<file path="src/rtl/loader_pkg.sv">
// rtl/loader_pkg.sv - shared state encoding and sizing for the program loader
package loader_pkg;

   localparam int unsigned MAX_WORDS = 16;

   typedef enum logic [2:0] {
      ST_IDLE = 3'd0,
      ST_LEN  = 3'd1,
      ST_DATA = 3'd2,
      ST_CSUM = 3'd3,
      ST_ERR  = 3'd4
   } state_t;

endpackage

</file>
<file path="src/rtl/loader_wport.sv">
// rtl/loader_wport.sv - registered RAM write port, strobe one cycle after the accepted byte
module loader_wport #(
   parameter int unsigned ADDR_W = 4,
   parameter int unsigned DATA_W = 8
) (
   input  logic              clk,
   input  logic              rst,
   input  logic              wr_en,
   input  logic [ADDR_W-1:0] wr_addr,
   input  logic [DATA_W-1:0] wr_data,
   output logic [ADDR_W-1:0] mem_addr,
   output logic [DATA_W-1:0] mem_data,
   output logic              mem_we
);

   logic [ADDR_W-1:0] addr_q, addr_d;
   logic [DATA_W-1:0] data_q, data_d;
   logic              we_q, we_d;

   always_comb begin
      addr_d = addr_q;
      data_d = data_q;
      we_d   = wr_en;
      if (wr_en) begin
         addr_d = wr_addr;
         data_d = wr_data;
      end
   end

   always_ff @(posedge clk or posedge rst) begin
      if (rst) begin
         addr_q <= '0;
         data_q <= '0;
         we_q   <= 1'b0;
      end else begin
         addr_q <= addr_d;
         data_q <= data_d;
         we_q   <= we_d;
      end
   end

   assign mem_addr = addr_q;
   assign mem_data = data_q;
   assign mem_we   = we_q;

endmodule

</file>
<file path="src/rtl/prog_loader.sv">
// rtl/prog_loader.sv - loads a length/data/checksum byte stream into program RAM, holding the CPU meanwhile
module prog_loader
   import loader_pkg::*;
#(
   parameter int unsigned ADDR_W = $clog2(MAX_WORDS),
   parameter int unsigned DATA_W = 8
) (
   input  logic              clk,
   input  logic              rst,
   input  logic              start,
   input  logic              in_valid,
   input  logic [DATA_W-1:0] in_data,
   output logic              in_ready,
   output logic [ADDR_W-1:0] mem_addr,
   output logic [DATA_W-1:0] mem_data,
   output logic              mem_we,
   output logic              cpu_hold,
   output logic              busy,
   output logic              done,
   output logic              error,
   output logic [ADDR_W:0]   words_loaded
);

   state_t            state_q, state_d;
   logic [ADDR_W:0]   len_q, len_d;
   logic [ADDR_W:0]   words_q, words_d;
   logic [DATA_W-1:0] sum_q, sum_d;
   logic              err_q, err_d;
   logic              done_q, done_d;
   logic              pvalid_q, pvalid_d;
   logic              xfer, wr_en, len_bad;

   assign in_ready = (state_q == ST_LEN) || (state_q == ST_DATA) || (state_q == ST_CSUM);
   assign xfer     = in_valid && in_ready;
   assign len_bad  = (in_data == '0) || (32'(in_data) > (32'd1 << ADDR_W));

   always_comb begin
      state_d  = state_q;
      len_d    = len_q;
      words_d  = words_q;
      sum_d    = sum_q;
      err_d    = err_q;
      pvalid_d = pvalid_q;
      done_d   = 1'b0;
      wr_en    = 1'b0;
      case (state_q)
         ST_IDLE, ST_ERR: begin
            if (start) begin
               state_d  = ST_LEN;
               err_d    = 1'b0;
               words_d  = '0;
               sum_d    = '0;
               pvalid_d = 1'b0;
            end
         end
         ST_LEN: begin
            if (xfer) begin
               if (len_bad) begin
                  state_d = ST_ERR;
                  err_d   = 1'b1;
               end else begin
                  len_d   = in_data[ADDR_W:0];
                  state_d = ST_DATA;
               end
            end
         end
         ST_DATA: begin
            if (xfer) begin
               wr_en   = 1'b1;
               sum_d   = sum_q + in_data;
               words_d = words_q + 1'b1;
               if (words_d == len_q) state_d = ST_CSUM;
            end
         end
         ST_CSUM: begin
            if (xfer) begin
               if (in_data == sum_q) begin
                  done_d   = 1'b1;
                  pvalid_d = 1'b1;
                  state_d  = ST_IDLE;
               end else begin
                  err_d   = 1'b1;
                  state_d = ST_ERR;
               end
            end
         end
         default: state_d = ST_IDLE;
      endcase
   end

   always_ff @(posedge clk or posedge rst) begin
      if (rst) begin
         state_q  <= ST_IDLE;
         len_q    <= '0;
         words_q  <= '0;
         sum_q    <= '0;
         err_q    <= 1'b0;
         done_q   <= 1'b0;
         pvalid_q <= 1'b0;
      end else begin
         state_q  <= state_d;
         len_q    <= len_d;
         words_q  <= words_d;
         sum_q    <= sum_d;
         err_q    <= err_d;
         done_q   <= done_d;
         pvalid_q <= pvalid_d;
      end
   end

   // Address is the pre-increment count, so word k lands at address k.
   loader_wport #(.ADDR_W(ADDR_W), .DATA_W(DATA_W)) u_wport (
      .clk     (clk),
      .rst     (rst),
      .wr_en   (wr_en),
      .wr_addr (words_q[ADDR_W-1:0]),
      .wr_data (in_data),
      .mem_addr(mem_addr),
      .mem_data(mem_data),
      .mem_we  (mem_we)
   );

   assign busy         = in_ready;
   assign cpu_hold     = busy || !pvalid_q;
   assign done         = done_q;
   assign error        = err_q;
   assign words_loaded = words_q;

endmodule

</file>
<file path="config.mk">
export PLATFORM = sky130hd
export DESIGN_NAME = prog_loader
export DESIGN_NICKNAME = d
export VERILOG_FILES = /design/src/rtl/loader_pkg.sv /design/src/rtl/loader_wport.sv /design/src/rtl/prog_loader.sv
export SDC_FILE = /design/constraint.sdc
export NUM_CORES = 1
export LEC_CHECK = 0
export CAP_MARGIN = 10
export CORE_MARGIN = 1
export CORE_UTILIZATION = 52
export CTS_CLUSTER_DIAMETER = 200
export DETAILED_ROUTE_END_ITERATION = 16
export MAX_ROUTING_LAYER = met4
export PLACE_DENSITY = 0.86
export SYNTH_ARGS = -nofsm -noshare
export SYNTH_HDL_FRONTEND = slang
export SYNTH_SLANG_ARGS = --single-unit
</file>
<file path="constraint.sdc">
create_clock -name clk -period 2.5 [get_ports clk]
set_clock_uncertainty 0.2 [all_clocks]
set_input_delay 0.5 -clock clk [delete_from_list [all_inputs] [get_ports clk]]
set_output_delay 0.5 -clock clk [all_outputs]
set_load 0.005 [all_outputs]
</file>
Fig. 1: signal wires on met1
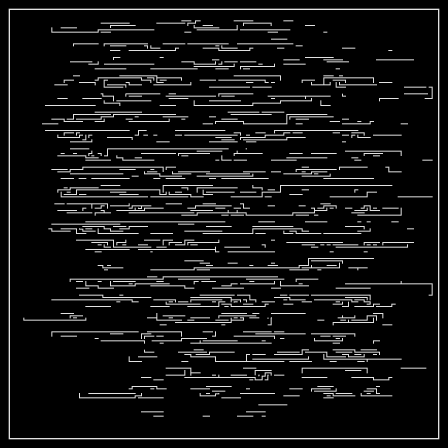
share of all routed wire: 45%
longest straight run: 20.7 um
wire length on this layer: 2080 um
nets with wire on the layer: 251
met1 Track Usage GR: 30.63%
vias: 1720
total wire length: 4622 um

Fig. 2: the metal 2 layer
Scale bar: 20 um. Cells faint in the background.
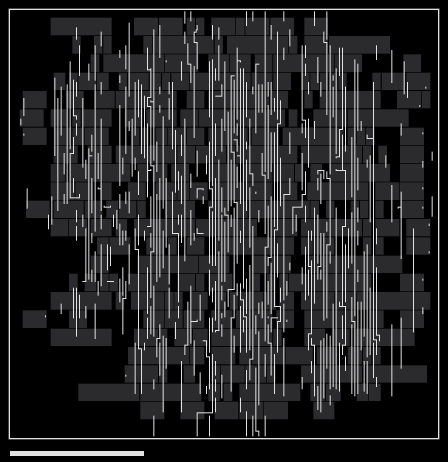
main direction: vertical
nets with wire on the layer: 244
wire length on this layer: 2330 um
longest straight run: 38.2 um
share of all routed wire: 50%
global-route met2 utilization: 40.16%

==> notes.md <==
run metrics: Synth area leaders dfrtp_1 (47%), nand2_1 (9.7%), ha_1 (5.1%), final setup violation count 0, Yosys top cell by area dfrtp_1, CP max stage delay 530 ps, TritonRoute pass-1 iters 4, DR iter-0 viols 149, CTS Buf Count 5, CP Capture Type flip-flop, Seq cells 37, Die W 63.66 um, CTS H-tree depth 2, Least-Margin Pin Slew 470.7 ps, MUX share of area 3.861%, dominant register cell dfrtp_1, launch point of the worst path in_data[1], Crit Path Class input port to flip-flop, Slowest cell on crit path clkdlybuf4s50_1, clock sinks 37, Mapped Area 1977 sq um, post-synthesis adder-cell area fraction 6.076%, DR WL met2 2328 um, sequential share of power 47.0%, Distinct cells, synth 44, Post-Syn Area per Cell 9.369 sq um, yosys synthesis chip area 1977 sq um, DP Worst Slack -269.9 ps, Max-area cell class logic gates, n_diodes 0, Hold-fix buffers, CTS 0, power density over the cells 580.7 nW/um^2, Crit. path cell count 8, Synth logic family simple AND/OR/NAND/NOR gates, Final ANT Viol Nets 0, aoi share 13.54%, final instance area 2613 sq um, fin util 71.36%, gr usage total 25.40%, drt wl/cell 14.81 um, GRT Max-Usage Layer met2, Commonest cells post-synth nand2_1 (51), dfrtp_1 (37), o21ai_0 (14), nor2_1 (12), ha_1 (8), final hold slack 272.9 ps, RSZ-0062 raised after global routing false, Final Power 0.001517 W, total sequential power 0.000713 W, Met1 Wirelength 2078 um, Worst Path Max Fanout 5, outcome completed, largest net degree at the start of global routing 38, Critical Path Sink sum_q[7], fmax 414.3 MHz, Tap Count 48, cell count of the worst hold path 2, clk buf depth 2, Buffers excl. clock 57, yosys xor share 4.873%, non-clock buffer share of cell area 19.73%, clock buffers 7, Post-CTS Setup Bufs 0, simple share 21.08%, delay-heaviest family, CP AND-OR/OR-AND gates, Post-Synthesis Cells 211, Biggest consumer registers, post-route insts no fill 312, flip-flops with a built-in enable 0, Root Buffer Master clkbuf_8, DRC violation count after routing 0, Hold Path Origin u_wport.mem_addr[0], type of origin of the critical path input port, Inverters excl. clock 5, met3 WL 135 um, Net Switching 0.0004220 W, die height 63.66 um, max-slew violations 0, DP HPWL 3203 um, hold endpoint u_wport.mem_addr[0], DP Area 2495 sq um, fillers 284, setup tns final 0 ps, post-synth net total 232, Post-synth seq share 46.84%, Yosys top cell area share 46.84%, fp util 54.00%, worst r2r dst len_q[2], logic share of the area 37.93%, Vias/cell 5.513, Seq area share 35.44%, Worst Path Required 2530 ps, Area Overhead vs Synth 32.15%, Switching Share 27.82%, Clock group 0.000473 W, Final clock-cell share 3.879%, VDD IR max 364.2 uV, yosys stat cell total 211, combinational logic power 0.000332 W, multi-input logic area 991.0 sq um, Worst Reg-to-Reg Cells 4, crit-path cells clkdlybuf4s50_1 > ha_1 > a211oi_2 > buf_4 > o21ai_0 > a211o_1 > a21o_1 > nand3_1, initial antenna violation count 0, fraction of layout cells with a size suffix above 1 16.67%, setup ws final 86.43 ps, tool warnings 26, Max Cap Viol 0, final hold vios 0, Final GP Congestion 0.8467, Period Utilization, post-route 96.54%, min cycle time layout 2414 ps, die area 4053 sq um, vias in the first global route 1605, hold crit path type flip-flop to flip-flop, Top Layout Cells nand2_1 (51), dfrtp_1 (37), clkdlybuf4s50_1 (33), MI comb cells 157, synth warn 0, DR top layer met4, WP data arrival 2450 ps, Gate power share 21.9%, internal power 0.001095 W, IO Port Bufs 34, Async SR Flop Fraction 100.0%, LEAKAGE 1.278 nW, CTS tree yes, first-pass GRT wire length 7527 um, Reg2Reg Setup Slack 330 ps, FP Rows 22, Clock Pin Slew Worst Setup and Hold Paths 70 ps, Max-slew headroom 68.62%, Clock Power Share 31.1%, placed cells 304
Fig. 3: M3 wires
Scale bar: 20 um.
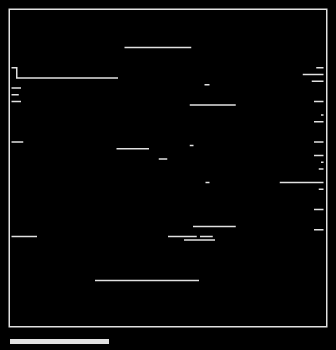
share of all routed wire: 2.9%
main direction: horizontal
nets with wire on the layer: 27
wire length on this layer: 135 um
longest straight run: 20.7 um
GR Util met3: 6.341%

Power and IR drop assume default switching activity.
